## config.mk

```make
export PLATFORM = sky130hd
export DESIGN_NAME = mem_port_arbiter_flat
export DESIGN_NICKNAME = d
export VERILOG_FILES = /design/src/rtl/mem_arb_pkg.sv /design/src/rtl/mem_port_arbiter_if.sv /design/src/rtl/mem_arb_watchdog.sv /design/src/rtl/mem_port_arbiter.sv /design/src/flat_wrapper.sv
export SDC_FILE = /design/constraint.sdc
export NUM_CORES = 1
export LEC_CHECK = 0
export ABC_AREA = 1
export CORE_AREA = 2 2 107 109
export CTS_CLUSTER_SIZE = 10
export DETAILED_ROUTE_END_ITERATION = 12
export DIE_AREA = 0 0 109 111
export DONT_BUFFER_PORTS = 1
export HOLD_SLACK_MARGIN = 0.05
export PLACE_DENSITY_LB_ADDON = 0.25
export SYNTH_ARGS = -nofsm -noshare
export SYNTH_HDL_FRONTEND = slang
export SYNTH_SLANG_ARGS = --single-unit
```

## constraint.sdc

```tcl
create_clock -name clk -period 1.41 [get_ports clk]
set_clock_uncertainty 0.05 [all_clocks]
set_input_delay 0.3525 -clock clk [delete_from_list [all_inputs] [get_ports clk]]
set_output_delay 0.3525 -clock clk [all_outputs]
set_load 0.02 [all_outputs]
```

## src/rtl/mem_arb_pkg.sv

```systemverilog
// Shared types and defaults for the memory port arbiter.
// The watchdog default below only matters when MEM_ARB_TIMEOUT_EN is defined.
package mem_arb_pkg;

    localparam int ADDR_W_DEF      = 32;
    localparam int DATA_W_DEF      = 32;
    localparam int TIMEOUT_CYC_DEF = 255;

    // Wide enough for any sensible DATA_W/8; the top slices the bits it needs.
    localparam logic [127:0] FETCH_BE = '1;

    typedef enum logic [1:0] {
        IDLE    = 2'd0,
        BUSY_IF = 2'd1,
        BUSY_D  = 2'd2
    } arb_state_e;

endpackage

```

## src/rtl/mem_port_arbiter_if.sv

```systemverilog
// Bundles the fetch, data and memory-side handshakes of the arbiter.
// slave is the arbiter's view; master is the core plus memory model.
interface mem_port_arbiter_if
    import mem_arb_pkg::*;
#(
    parameter int ADDR_W = ADDR_W_DEF,
    parameter int DATA_W = DATA_W_DEF
);
    localparam int BE_W = DATA_W / 8;

    logic              if_req;
    logic [ADDR_W-1:0] if_addr;
    logic              if_gnt;
    logic              if_rvalid;
    logic [DATA_W-1:0] if_rdata;
    logic              if_err;

    logic              d_req;
    logic              d_we;
    logic [BE_W-1:0]   d_be;
    logic [ADDR_W-1:0] d_addr;
    logic [DATA_W-1:0] d_wdata;
    logic              d_gnt;
    logic              d_rvalid;
    logic [DATA_W-1:0] d_rdata;
    logic              d_err;

    logic              m_req;
    logic              m_we;
    logic [BE_W-1:0]   m_be;
    logic [ADDR_W-1:0] m_addr;
    logic [DATA_W-1:0] m_wdata;
    logic              m_ack;
    logic [DATA_W-1:0] m_rdata;

    modport slave (
        input  if_req, if_addr,
        output if_gnt, if_rvalid, if_rdata, if_err,
        input  d_req, d_we, d_be, d_addr, d_wdata,
        output d_gnt, d_rvalid, d_rdata, d_err,
        output m_req, m_we, m_be, m_addr, m_wdata,
        input  m_ack, m_rdata
    );

    modport master (
        output if_req, if_addr,
        input  if_gnt, if_rvalid, if_rdata, if_err,
        output d_req, d_we, d_be, d_addr, d_wdata,
        input  d_gnt, d_rvalid, d_rdata, d_err,
        input  m_req, m_we, m_be, m_addr, m_wdata,
        output m_ack, m_rdata
    );

endinterface

```

## src/rtl/mem_arb_watchdog.sv

```systemverilog
// Busy-cycle watchdog: counts cycles spent waiting for m_ack and flags
// expiry on the TIMEOUT_CYC-th busy cycle. Only used with MEM_ARB_TIMEOUT_EN.
module mem_arb_watchdog
    import mem_arb_pkg::*;
#(
    parameter int TIMEOUT_CYC = TIMEOUT_CYC_DEF
) (
    input  logic clk,
    input  logic rst,
    input  logic clear_i,
    input  logic busy_i,
    output logic expired_o
);
    localparam int CNT_W = $clog2(TIMEOUT_CYC + 1);

    logic [CNT_W-1:0] cnt_q;

    // The count sits at TIMEOUT_CYC-1 during the last allowed busy cycle.
    assign expired_o = busy_i && (cnt_q == CNT_W'(TIMEOUT_CYC - 1));

    // Restart on every capture, advance while a transaction is outstanding.
    always_ff @(posedge clk or negedge rst) begin
        if (!rst) begin
            cnt_q <= '0;
        end else if (clear_i) begin
            cnt_q <= '0;
        end else if (busy_i && !expired_o) begin
            cnt_q <= cnt_q + CNT_W'(1);
        end
    end

endmodule

```

## src/rtl/mem_port_arbiter.sv

```systemverilog
// Shares one single-ported memory between instruction fetch and load/store.
// One transaction outstanding; alternates when both sides are pending.
// Optional watchdog abort: define MEM_ARB_TIMEOUT_EN.
module mem_port_arbiter
    import mem_arb_pkg::*;
#(
    parameter int ADDR_W      = ADDR_W_DEF,
    parameter int DATA_W      = DATA_W_DEF,
    parameter int TIMEOUT_CYC = TIMEOUT_CYC_DEF
) (
    input  logic               clk,
    input  logic               rst,
    mem_port_arbiter_if.slave  bus
);
    localparam int BE_W = DATA_W / 8;

    arb_state_e        state_q, state_d;
    logic              last_d_q, last_d_d;
    logic              m_req_q, m_req_d;
    logic              m_we_q, m_we_d;
    logic [BE_W-1:0]   m_be_q, m_be_d;
    logic [ADDR_W-1:0] m_addr_q, m_addr_d;
    logic [DATA_W-1:0] m_wdata_q, m_wdata_d;
    logic              if_gnt_q, if_gnt_d;
    logic              d_gnt_q, d_gnt_d;
    logic              if_rvalid_q, if_rvalid_d;
    logic              d_rvalid_q, d_rvalid_d;
    logic [DATA_W-1:0] if_rdata_q, if_rdata_d;
    logic [DATA_W-1:0] d_rdata_q, d_rdata_d;
    logic              if_err_q, if_err_d;
    logic              d_err_q, d_err_d;

    logic busy;
    logic done;
    logic capture;
    logic grant_d;
    logic grant_if;
    logic tmo;

    assign busy     = (state_q != IDLE);
    assign done     = busy && (bus.m_ack || tmo);
    assign capture  = !busy || done;
    assign grant_d  = bus.d_req && (!bus.if_req || !last_d_q);
    assign grant_if = bus.if_req && !grant_d;

`ifdef MEM_ARB_TIMEOUT_EN
    mem_arb_watchdog #(
        .TIMEOUT_CYC (TIMEOUT_CYC)
    ) u_watchdog (
        .clk       (clk),
        .rst       (rst),
        .clear_i   (capture),
        .busy_i    (busy),
        .expired_o (tmo)
    );
`else
    logic unused_timeout_cfg;
    assign unused_timeout_cfg = ^TIMEOUT_CYC;
    assign tmo = 1'b0;
`endif

    // Completion of the current owner, then arbitration at each capture point.
    always_comb begin
        state_d     = state_q;
        last_d_d    = last_d_q;
        m_req_d     = m_req_q;
        m_we_d      = m_we_q;
        m_be_d      = m_be_q;
        m_addr_d    = m_addr_q;
        m_wdata_d   = m_wdata_q;
        if_gnt_d    = 1'b0;
        d_gnt_d     = 1'b0;
        if_rvalid_d = 1'b0;
        d_rvalid_d  = 1'b0;
        if_rdata_d  = if_rdata_q;
        d_rdata_d   = d_rdata_q;
        if_err_d    = 1'b0;
        d_err_d     = 1'b0;

        if (done) begin
            if (state_q == BUSY_IF) begin
                if_rvalid_d = 1'b1;
                if_err_d    = !bus.m_ack;
                if_rdata_d  = bus.m_ack ? bus.m_rdata : '0;
            end else begin
                d_rvalid_d = 1'b1;
                d_err_d    = !bus.m_ack;
                d_rdata_d  = (bus.m_ack && !m_we_q) ? bus.m_rdata : '0;
            end
        end

        if (capture) begin
            if (grant_d) begin
                state_d   = BUSY_D;
                last_d_d  = 1'b1;
                d_gnt_d   = 1'b1;
                m_req_d   = 1'b1;
                m_we_d    = bus.d_we;
                m_be_d    = bus.d_be;
                m_addr_d  = bus.d_addr;
                m_wdata_d = bus.d_wdata;
            end else if (grant_if) begin
                state_d   = BUSY_IF;
                last_d_d  = 1'b0;
                if_gnt_d  = 1'b1;
                m_req_d   = 1'b1;
                m_we_d    = 1'b0;
                m_be_d    = FETCH_BE[BE_W-1:0];
                m_addr_d  = bus.if_addr;
                m_wdata_d = '0;
            end else begin
                state_d = IDLE;
                m_req_d = 1'b0;
                m_we_d  = 1'b0;
            end
        end
    end

    // All outputs come straight from flops; reset abandons any transaction.
    always_ff @(posedge clk or negedge rst) begin
        if (!rst) begin
            state_q     <= IDLE;
            last_d_q    <= 1'b0;
            m_req_q     <= 1'b0;
            m_we_q      <= 1'b0;
            m_be_q      <= '0;
            m_addr_q    <= '0;
            m_wdata_q   <= '0;
            if_gnt_q    <= 1'b0;
            d_gnt_q     <= 1'b0;
            if_rvalid_q <= 1'b0;
            d_rvalid_q  <= 1'b0;
            if_rdata_q  <= '0;
            d_rdata_q   <= '0;
            if_err_q    <= 1'b0;
            d_err_q     <= 1'b0;
        end else begin
            state_q     <= state_d;
            last_d_q    <= last_d_d;
            m_req_q     <= m_req_d;
            m_we_q      <= m_we_d;
            m_be_q      <= m_be_d;
            m_addr_q    <= m_addr_d;
            m_wdata_q   <= m_wdata_d;
            if_gnt_q    <= if_gnt_d;
            d_gnt_q     <= d_gnt_d;
            if_rvalid_q <= if_rvalid_d;
            d_rvalid_q  <= d_rvalid_d;
            if_rdata_q  <= if_rdata_d;
            d_rdata_q   <= d_rdata_d;
            if_err_q    <= if_err_d;
            d_err_q     <= d_err_d;
        end
    end

    assign bus.m_req     = m_req_q;
    assign bus.m_we      = m_we_q;
    assign bus.m_be      = m_be_q;
    assign bus.m_addr    = m_addr_q;
    assign bus.m_wdata   = m_wdata_q;
    assign bus.if_gnt    = if_gnt_q;
    assign bus.d_gnt     = d_gnt_q;
    assign bus.if_rvalid = if_rvalid_q;
    assign bus.d_rvalid  = d_rvalid_q;
    assign bus.if_rdata  = if_rdata_q;
    assign bus.d_rdata   = d_rdata_q;
    assign bus.if_err    = if_err_q;
    assign bus.d_err     = d_err_q;

endmodule

```

## src/flat_wrapper.sv

```systemverilog
// flat-port wrapper written by rule: the top's interface ports become plain ports
module mem_port_arbiter_flat import mem_arb_pkg::*;
#(
    parameter int ADDR_W      = ADDR_W_DEF,
    parameter int DATA_W      = DATA_W_DEF,
    parameter int TIMEOUT_CYC = TIMEOUT_CYC_DEF
)
  (clk, rst, bus_if_req, bus_if_addr, bus_if_gnt, bus_if_rvalid, bus_if_rdata, bus_if_err, bus_d_req, bus_d_we, bus_d_be, bus_d_addr, bus_d_wdata, bus_d_gnt, bus_d_rvalid, bus_d_rdata, bus_d_err, bus_m_req, bus_m_we, bus_m_be, bus_m_addr, bus_m_wdata, bus_m_ack, bus_m_rdata);
  mem_port_arbiter_if #(.ADDR_W(ADDR_W), .DATA_W(DATA_W)) bus_i ();
  input  logic clk;
  input  logic rst;
  input wire logic [$bits(bus_i.if_req)-1:0] bus_if_req;
  input wire logic [$bits(bus_i.if_addr)-1:0] bus_if_addr;
  output wire logic [$bits(bus_i.if_gnt)-1:0] bus_if_gnt;
  output wire logic [$bits(bus_i.if_rvalid)-1:0] bus_if_rvalid;
  output wire logic [$bits(bus_i.if_rdata)-1:0] bus_if_rdata;
  output wire logic [$bits(bus_i.if_err)-1:0] bus_if_err;
  input wire logic [$bits(bus_i.d_req)-1:0] bus_d_req;
  input wire logic [$bits(bus_i.d_we)-1:0] bus_d_we;
  input wire logic [$bits(bus_i.d_be)-1:0] bus_d_be;
  input wire logic [$bits(bus_i.d_addr)-1:0] bus_d_addr;
  input wire logic [$bits(bus_i.d_wdata)-1:0] bus_d_wdata;
  output wire logic [$bits(bus_i.d_gnt)-1:0] bus_d_gnt;
  output wire logic [$bits(bus_i.d_rvalid)-1:0] bus_d_rvalid;
  output wire logic [$bits(bus_i.d_rdata)-1:0] bus_d_rdata;
  output wire logic [$bits(bus_i.d_err)-1:0] bus_d_err;
  output wire logic [$bits(bus_i.m_req)-1:0] bus_m_req;
  output wire logic [$bits(bus_i.m_we)-1:0] bus_m_we;
  output wire logic [$bits(bus_i.m_be)-1:0] bus_m_be;
  output wire logic [$bits(bus_i.m_addr)-1:0] bus_m_addr;
  output wire logic [$bits(bus_i.m_wdata)-1:0] bus_m_wdata;
  input wire logic [$bits(bus_i.m_ack)-1:0] bus_m_ack;
  input wire logic [$bits(bus_i.m_rdata)-1:0] bus_m_rdata;
  assign bus_i.if_req = bus_if_req;
  assign bus_i.if_addr = bus_if_addr;
  assign bus_if_gnt = bus_i.if_gnt;
  assign bus_if_rvalid = bus_i.if_rvalid;
  assign bus_if_rdata = bus_i.if_rdata;
  assign bus_if_err = bus_i.if_err;
  assign bus_i.d_req = bus_d_req;
  assign bus_i.d_we = bus_d_we;
  assign bus_i.d_be = bus_d_be;
  assign bus_i.d_addr = bus_d_addr;
  assign bus_i.d_wdata = bus_d_wdata;
  assign bus_d_gnt = bus_i.d_gnt;
  assign bus_d_rvalid = bus_i.d_rvalid;
  assign bus_d_rdata = bus_i.d_rdata;
  assign bus_d_err = bus_i.d_err;
  assign bus_m_req = bus_i.m_req;
  assign bus_m_we = bus_i.m_we;
  assign bus_m_be = bus_i.m_be;
  assign bus_m_addr = bus_i.m_addr;
  assign bus_m_wdata = bus_i.m_wdata;
  assign bus_i.m_ack = bus_m_ack;
  assign bus_i.m_rdata = bus_m_rdata;
  mem_port_arbiter #(.ADDR_W(ADDR_W), .DATA_W(DATA_W), .TIMEOUT_CYC(TIMEOUT_CYC)) u_core (.clk(clk), .rst(rst), .bus(bus_i));
endmodule
```

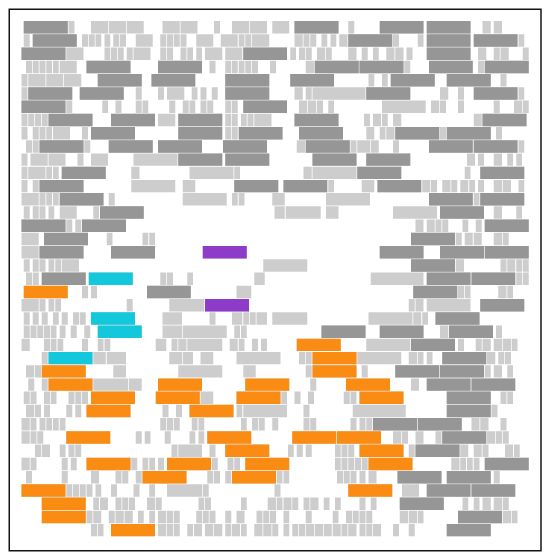
(images/ff_map.png)
signal	colour	placed flops
`u_core.bus.m_be`	cyan	4
`u_core.bus.m_addr`	orange	32
`u_core.state_q`	purple	2
sequential cell area: 3580 sq um
post-layout util: 62.5%
Seq area share: 51.7%

==> flow_metrics.py <==
# Metrics from the implementation run
metrics = {
    "outcome": {
        "outcome": "complete, but fails checks",
        "violations": "negative hold slack",
    },
    "setup_path": {
        "ff2ff_path_depth": 6,
        "critical_path_class": "flip-flop to primary output",
        "critPathCaptureType": "primary output",
        "cp.required_ps": 1010,
        "worstSetupStartpoint": "u_core.bus.m_we",
        "reg2reg_to": "u_core.bus.m_wdata[24]",
    },
    "route": {
        "via_per_inst": 5.28,
        "wl_met3_microns": 1490,
        "finalWirelength_microns": 14100,
        "drc": 0,
        "top_layer_used": "met4",
        "met2_wirelength_microns": 6880,
        "antenna_left": 0,
        "drtIter0Drc": 419,
        "vias": 4576,
        "wl_per_cell_microns": 16.3,
    },
    "sta": {
        "hold_violations": 143,
        "setup_tns_ps": 0,
        "post-route-period-util_pct": 94.4,
        "layout_setup_ws_ps": 78.9,
        "fmax_mhz": 751,
        "fin_hold_ws_ps": -401,
        "rsz0062_at_grt": "no",
    },
    "synthesis": {
        "ys_sh_adder_pct": 0,
        "ys_seq_elements": 143,
        "yosysTopAreaCell": "dfrtp_1",
        "synth-xor-area-share_pct": 0,
        "yosysChipArea_sq_um": 5780,
        "top_logic_kind": "simple AND/OR/NAND/NOR gates",
        "synth_seq_share_pct": 61.9,
        "yosys_cells": 680,
        "synthTopCellsByArea": "dfrtp_1, nand2_1, o21ai_0",
        "ys_sh_aoi_pct": 5.63,
        "yosysMostFrequentCell": "nand2_1",
        "top_cell_area_share_pct": 61.9,
        "mux_share_pct": 0,
    },
    "global_route": {
        "grt_pass1_vias": 4589,
        "track_usage_pct": 24.1,
        "grt_use_met2_pct": 39.4,
        "grt_max_degree": 144,
    },
    "placement": {
        "port_buffers": 0,
        "dp_hpwl_microns": 9470,
        "gp_congestion": 0.875,
        "dpl_cell_area_sq_um": 5980,
    },
    "final_layout": {
        "n_all_inverters": 44,
        "clockBufferCount": 20,
        "syn_to_final_growth_pct": 19.7,
        "design.seq.count": 143,
        "clk_share_pct": 8.46,
        "drive_above_1_share_pct": 7.04,
        "buf_share_pct": 7.67,
        "combGateArea_sq_um": 1880,
    },
    "power_and_ir_drop": {
        "p_leak_nw": 3.73,
        "p_sw_share_pct": 36.5,
        "p_seq_share_pct": 54.7,
        "totalPowerFinal_mw": 13.8,
        "pg_seq_mw": 7.57,
        "irDropWorstVdd_v": 0.000922,
        "pg_comb_mw": 1.82,
    },
    "hold_path": {
        "worstHoldPathType": "input port to async pin",
    },
    "clocking": {
        "htreeDepth": 4,
        "clock_path_buffers": 2,
        "cts_hold_buf": 35,
        "cts.reportedPaths.clkPinSlew_ps": 60,
        "clkLatencyLatePin_ps": 400,
    },
    "floorplan": {
        "die-width_microns": 109,
        "n_tap_cell": 143,
        "die-area_sq_um": 12100,
        "io_pins": 278,
    },
}
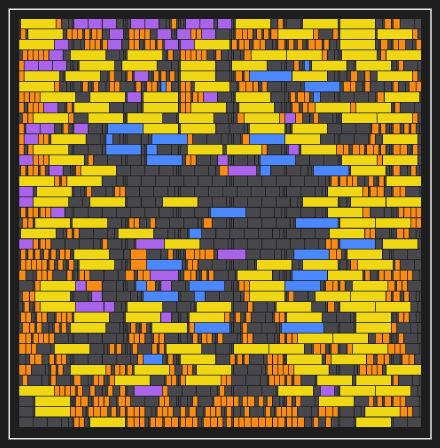
(images/class_map.png)
Fill, decap, tap and diode cells in grey.
class	colour	cells	share of their area
clock drivers and dummy loads	blue	30	8.7%
remaining buffers and delay cells	purple	49	7.9%
remaining logic cells	orange	502	30%
registers	yellow	143	53%
final instance area: 6920 sq um
total core area: 11100 sq um
cell row count: 39

